`config.mk`:
```
export PLATFORM = sky130hd
export DESIGN_NAME = dibu_control_unit
export DESIGN_NICKNAME = d
export VERILOG_FILES = /design/src/rtl/dibu_pkg.sv /design/src/rtl/dibu_ucode_rom.sv /design/src/rtl/dibu_control_unit.sv
export SDC_FILE = /design/constraint.sdc
export NUM_CORES = 1
export LEC_CHECK = 0
export CAP_MARGIN = 20
export CORE_MARGIN = 10
export CORE_UTILIZATION = 35
export CTS_CLUSTER_SIZE = 30
export DETAILED_ROUTE_END_ITERATION = 10
export GPL_ROUTABILITY_DRIVEN = 0
export PLACE_DENSITY = 0.79
export SLEW_MARGIN = 5
export SYNTH_ARGS = -nofsm -noshare
export SYNTH_HDL_FRONTEND = slang
export SYNTH_SLANG_ARGS = --single-unit
```
`constraint.sdc`:
```
create_clock -name clk -period 1.9 [get_ports clk]
set_clock_uncertainty 0.15 [all_clocks]
set_input_delay 0.57 -clock clk [delete_from_list [all_inputs] [get_ports clk]]
set_output_delay 0.57 -clock clk [all_outputs]
set_load 0.005 [all_outputs]
```
`src/rtl/dibu_pkg.sv`:
```
// Shared definitions for the DIBU control unit.
// Holds the control-word bit indices, opcode encodings, flag bit
// positions and the micro-sequencer state encoding.
package dibu_pkg;

  localparam int SIGNALS_SIZE = 16;

  // Control-word bit indices
  localparam int SIG_IR_W_EN      = 0;
  localparam int SIG_PC_W_EN      = 1;
  localparam int SIG_PC_REF_INC   = 2;
  localparam int SIG_PC_REF_DEC   = 3;
  localparam int SIG_PC_SET       = 4;
  localparam int SIG_MAR_W_EN     = 5;
  localparam int SIG_REG_RW       = 6;
  localparam int SIG_ALU_OUT_EN   = 7;
  localparam int SIG_FLAGS_EN     = 8;
  localparam int SIG_IMM_EN       = 9;
  localparam int SIG_DAR_W_EN     = 10;
  localparam int SIG_MDR_W_EN     = 11;
  localparam int SIG_DMEM_W_EN    = 12;
  localparam int SIG_MDR_OUT_EN   = 13;
  localparam int SIG_REG_TO_MDR   = 14;
  localparam int SIG_FLAGS_W_EN   = 15;

  // Opcode encodings (IR[15:11]); 00xxx is the ALU class
  localparam logic [4:0] OP_MOVI    = 5'b01000;
  localparam logic [4:0] OP_RDF     = 5'b01001;
  localparam logic [4:0] OP_LD_DIR  = 5'b10000;
  localparam logic [4:0] OP_ST_DIR  = 5'b10001;
  localparam logic [4:0] OP_LD_IND  = 5'b10010;
  localparam logic [4:0] OP_ST_IND  = 5'b10011;
  localparam logic [4:0] OP_JMP     = 5'b11000;
  localparam logic [4:0] OP_JZ      = 5'b11001;
  localparam logic [4:0] OP_JNZ     = 5'b11010;
  localparam logic [4:0] OP_JC      = 5'b11011;
  localparam logic [4:0] OP_CALL    = 5'b11100;
  localparam logic [4:0] OP_RET     = 5'b11101;
  localparam logic [4:0] OP_HALT    = 5'b11111;

  // Flag register bit positions
  localparam int FLAG_Z = 0;
  localparam int FLAG_C = 1;
  localparam int FLAG_N = 2;
  localparam int FLAG_V = 3;

  typedef enum logic [4:0] {
    ST_F0   = 5'd0,
    ST_F1   = 5'd1,
    ST_F2   = 5'd2,
    ST_DEC  = 5'd3,
    ST_ALU  = 5'd4,
    ST_MOVI = 5'd5,
    ST_RDF  = 5'd6,
    ST_LD0  = 5'd7,
    ST_LD1  = 5'd8,
    ST_LD2  = 5'd9,
    ST_LD3  = 5'd10,
    ST_ST0  = 5'd11,
    ST_ST1  = 5'd12,
    ST_JMP  = 5'd13,
    ST_CALL = 5'd14,
    ST_RET  = 5'd15,
    ST_HALT = 5'd16
  } state_t;

endpackage

```
`src/rtl/dibu_ucode_rom.sv`:
```
// Micro-code ROM: maps the current sequencer state to the 16-bit
// control word. Purely combinational, so the unit's outputs are Moore.
// Ports:
//   state   - current sequencer state
//   signals - control word driven to the datapath
module dibu_ucode_rom
  import dibu_pkg::*;
(
  input  state_t                  state,
  output logic [SIGNALS_SIZE-1:0] signals
);

  always_comb begin
    signals = '0;
    case (state)
      ST_F0:   signals[SIG_MAR_W_EN] = 1'b1;
      ST_F1:   signals[SIG_PC_W_EN]  = 1'b1;
      ST_F2:   signals[SIG_IR_W_EN]  = 1'b1;
      ST_ALU: begin
        signals[SIG_ALU_OUT_EN] = 1'b1;
        signals[SIG_REG_RW]     = 1'b1;
        signals[SIG_FLAGS_W_EN] = 1'b1;
      end
      ST_MOVI: begin
        signals[SIG_IMM_EN] = 1'b1;
        signals[SIG_REG_RW] = 1'b1;
      end
      ST_RDF: begin
        signals[SIG_FLAGS_EN] = 1'b1;
        signals[SIG_REG_RW]   = 1'b1;
      end
      ST_LD0:  signals[SIG_DAR_W_EN] = 1'b1;
      ST_LD2:  signals[SIG_MDR_W_EN] = 1'b1;
      ST_LD3: begin
        signals[SIG_MDR_OUT_EN] = 1'b1;
        signals[SIG_REG_RW]     = 1'b1;
      end
      ST_ST0: begin
        signals[SIG_DAR_W_EN]   = 1'b1;
        signals[SIG_MDR_W_EN]   = 1'b1;
        signals[SIG_REG_TO_MDR] = 1'b1;
      end
      ST_ST1:  signals[SIG_DMEM_W_EN] = 1'b1;
      ST_JMP:  signals[SIG_PC_SET]    = 1'b1;
      ST_CALL: begin
        signals[SIG_PC_REF_INC] = 1'b1;
        signals[SIG_PC_SET]     = 1'b1;
      end
      ST_RET:  signals[SIG_PC_REF_DEC] = 1'b1;
      // DEC, LD1 and HALT drive nothing
      default: signals = '0;
    endcase
  end

endmodule

```
`src/rtl/dibu_control_unit.sv`:
```
// Micro-sequenced control unit of the DIBU 8-bit processor.
// Sequences fetch / decode / execute and drives the datapath control word.
// Ports:
//   clk     - clock (gated by run in the datapath)
//   rst     - asynchronous active-high reset, forces the fetch start state
//   opcode  - IR[15:11]
//   flags   - registered ALU flags (bit0 Z, bit1 C, bit2 N, bit3 V)
//   signals - control word, a pure function of the current state
module dibu_control_unit
  import dibu_pkg::*;
(
  input  logic                    clk,
  input  logic                    rst,
  input  logic [4:0]              opcode,
  input  logic [7:0]              flags,
  output logic [SIGNALS_SIZE-1:0] signals
);

  state_t state;
  state_t state_next;

  // N and V are carried in the flags word but no branch tests them
  logic unused_flags;
  assign unused_flags = ^{flags[7:4], flags[FLAG_V], flags[FLAG_N]};

  // Unknown or unlisted encodings fall to default and take the NOP path
  // back to fetch, so an X opcode can never reach the control word.
  function automatic state_t decode(input logic [4:0] op, input logic [7:0] fl);
    state_t nxt;
    nxt = ST_F0;
    casez (op)
      5'b00???:  nxt = ST_ALU;
      OP_MOVI:   nxt = ST_MOVI;
      OP_RDF:    nxt = ST_RDF;
      OP_LD_DIR,
      OP_LD_IND: nxt = ST_LD0;
      OP_ST_DIR,
      OP_ST_IND: nxt = ST_ST0;
      OP_JMP:    nxt = ST_JMP;
      OP_JZ:     nxt = fl[FLAG_Z]  ? ST_JMP : ST_F0;
      OP_JNZ:    nxt = !fl[FLAG_Z] ? ST_JMP : ST_F0;
      OP_JC:     nxt = fl[FLAG_C]  ? ST_JMP : ST_F0;
      OP_CALL:   nxt = ST_CALL;
      OP_RET:    nxt = ST_RET;
      OP_HALT:   nxt = ST_HALT;
      default:   nxt = ST_F0;
    endcase
    return nxt;
  endfunction

  always_comb begin
    state_next = ST_F0;
    case (state)
      ST_F0:   state_next = ST_F1;
      ST_F1:   state_next = ST_F2;
      ST_F2:   state_next = ST_DEC;
      // Flags are looked at only here; later changes cannot redirect a branch
      ST_DEC:  state_next = decode(opcode, flags);
      ST_LD0:  state_next = ST_LD1;
      ST_LD1:  state_next = ST_LD2;
      ST_LD2:  state_next = ST_LD3;
      ST_ST0:  state_next = ST_ST1;
      ST_HALT: state_next = ST_HALT;
      default: state_next = ST_F0;
    endcase
  end

  always_ff @(posedge clk or posedge rst) begin
    if (rst) state <= ST_F0;
    else     state <= state_next;
  end

  dibu_ucode_rom u_rom (
    .state   (state),
    .signals (signals)
  );

endmodule

```
Fig. 1: signal wires on met2
Bar = 20 um.
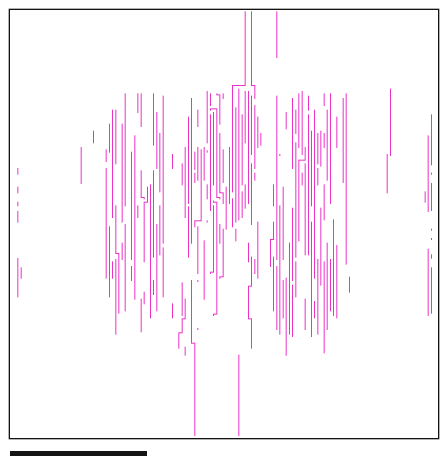
The layer holds 56% of the routed length. The layer carries 1,310 um of wire. 126 nets have wire on it. The longest straight run is 24.8 um. The wires run mostly vertical.

Fig. 2: signal wires by layer
Two of the layers only.
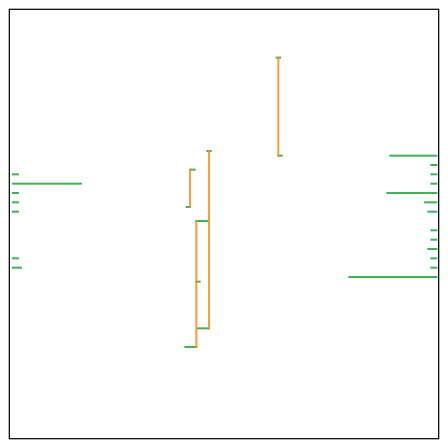
met4: drawn in orange, wire length 63.9 um. met3: drawn in green, wire length 56.4 um.

Fig. 3: wiring heat map
The die is cut into 12 by 12 equal tiles; white is low, dark blue is high, scaled to the fullest tile. Values are wire area over tile area, all layers added.
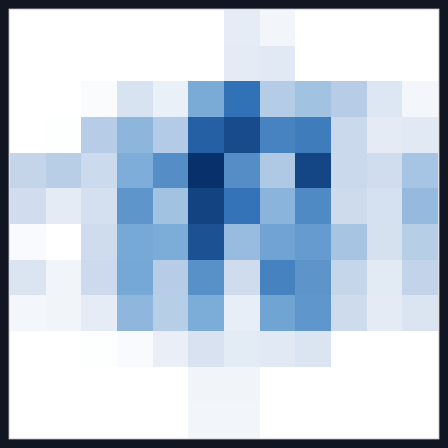
35% of the tiles are nearly empty. The densest ninth of the die: middle. 16% of the tiles are over half the peak. The mean over all tiles is 0.093. The emptiest ninth of the die: bottom left. The fullest tile reaches 0.43.

Fig. 4: wires at chosen ports, followed through buffers
Bar = 20 um.
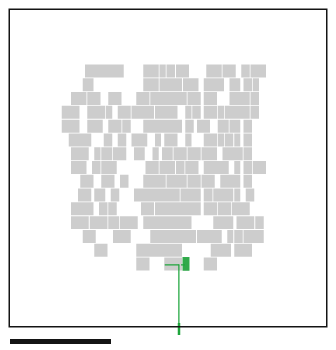
rst: drawn in green, bits 1, direction input, edge bottom, end cells 1, buffers 1, wire 15.1 um.

==> impl_metrics.ini <==
; synthesis and place-and-route metrics
[outcome]
status = complete, but fails checks
violations = setup timing

[synthesis]
fp_nets = 96
synth-simple-area-share_pct = 41.2
synthFlopType = dfrtp_1
top_cell = nor2_1
yosys_warnings = 0
yosys.area.top_type_share_pct = 19.9
ys_seq_share_pct = 19.9
synthArstFlopShare_pct = 100
yosys-top-cells-count = nor2_1, a21oi_1, nor3_1

[critical_path]
cp_max_fo = 3
cpPeakStageDelay_ns = 0.40
r2r_start = state[4]
critPathBufInv = 3
ff2ff_path_depth = 7
crit_start = state[1]
crit_path_end = signals[6]
required_ns = 1.18
slowest_stage = dfrtp_1
rr_endpoint = state[4]
arrival_ns = 1.43
rrSetupSlack_ns = 0.06
cp_cell_sequence = buf_6 -> buf_4 -> a21oi_1 -> a21oi_2 -> nor2_1 -> buf_2

[route]
ant_nets = 0
maxUsedRoutingLayer = met4
viasPerCell = 5.15
drc = 0
met3_length_um = 56
met1_length_um = 900

[die]
ios = 31
fp.dieH_um = 62.4

[clocking]
cts_tree = yes
cts.repair.resized = 84
cts_sinks = 5
htree_levels = 1
numCtsBuffers = 3
root_buffer = clkbuf_4
clk_path_buf_depth = 2
path_clk_slew_ns = 0.04

[final_layout]
drive_gt1_share_pct = 59.1
nFillCells = 150
buffers_excl_clock = 55
comb_area_sq_um = 526
n_antenna_cell = 0
reg.largest.list = state: 5 flops
seq_share_pct = 11.0
comb_cells = 64
clk_share_pct = 2.29
flow.area_growth_from_synthesis_pct = 83.1
layout.area.seq_sq_um = 126
postLayoutCoreUtil_pct = 67.3

[power_and_ir_drop]
switchingPower_mw = 0.498
power.group.top = combinational logic
clk-power_mw = 0.122

[sta]
drv_slew = 0
worst_slack_ns = -0.247
finalSetupViolCount = 16
max_freq_mhz = 466
finalHoldViolations = 0
finalCritPeriodShare_pct = 113

[grt]
overflow = 0
grt_pass1_wl_um = 3590
track_usage_pct = 11.0
grt_pass1_vias = 827

[run]
warnings = 34
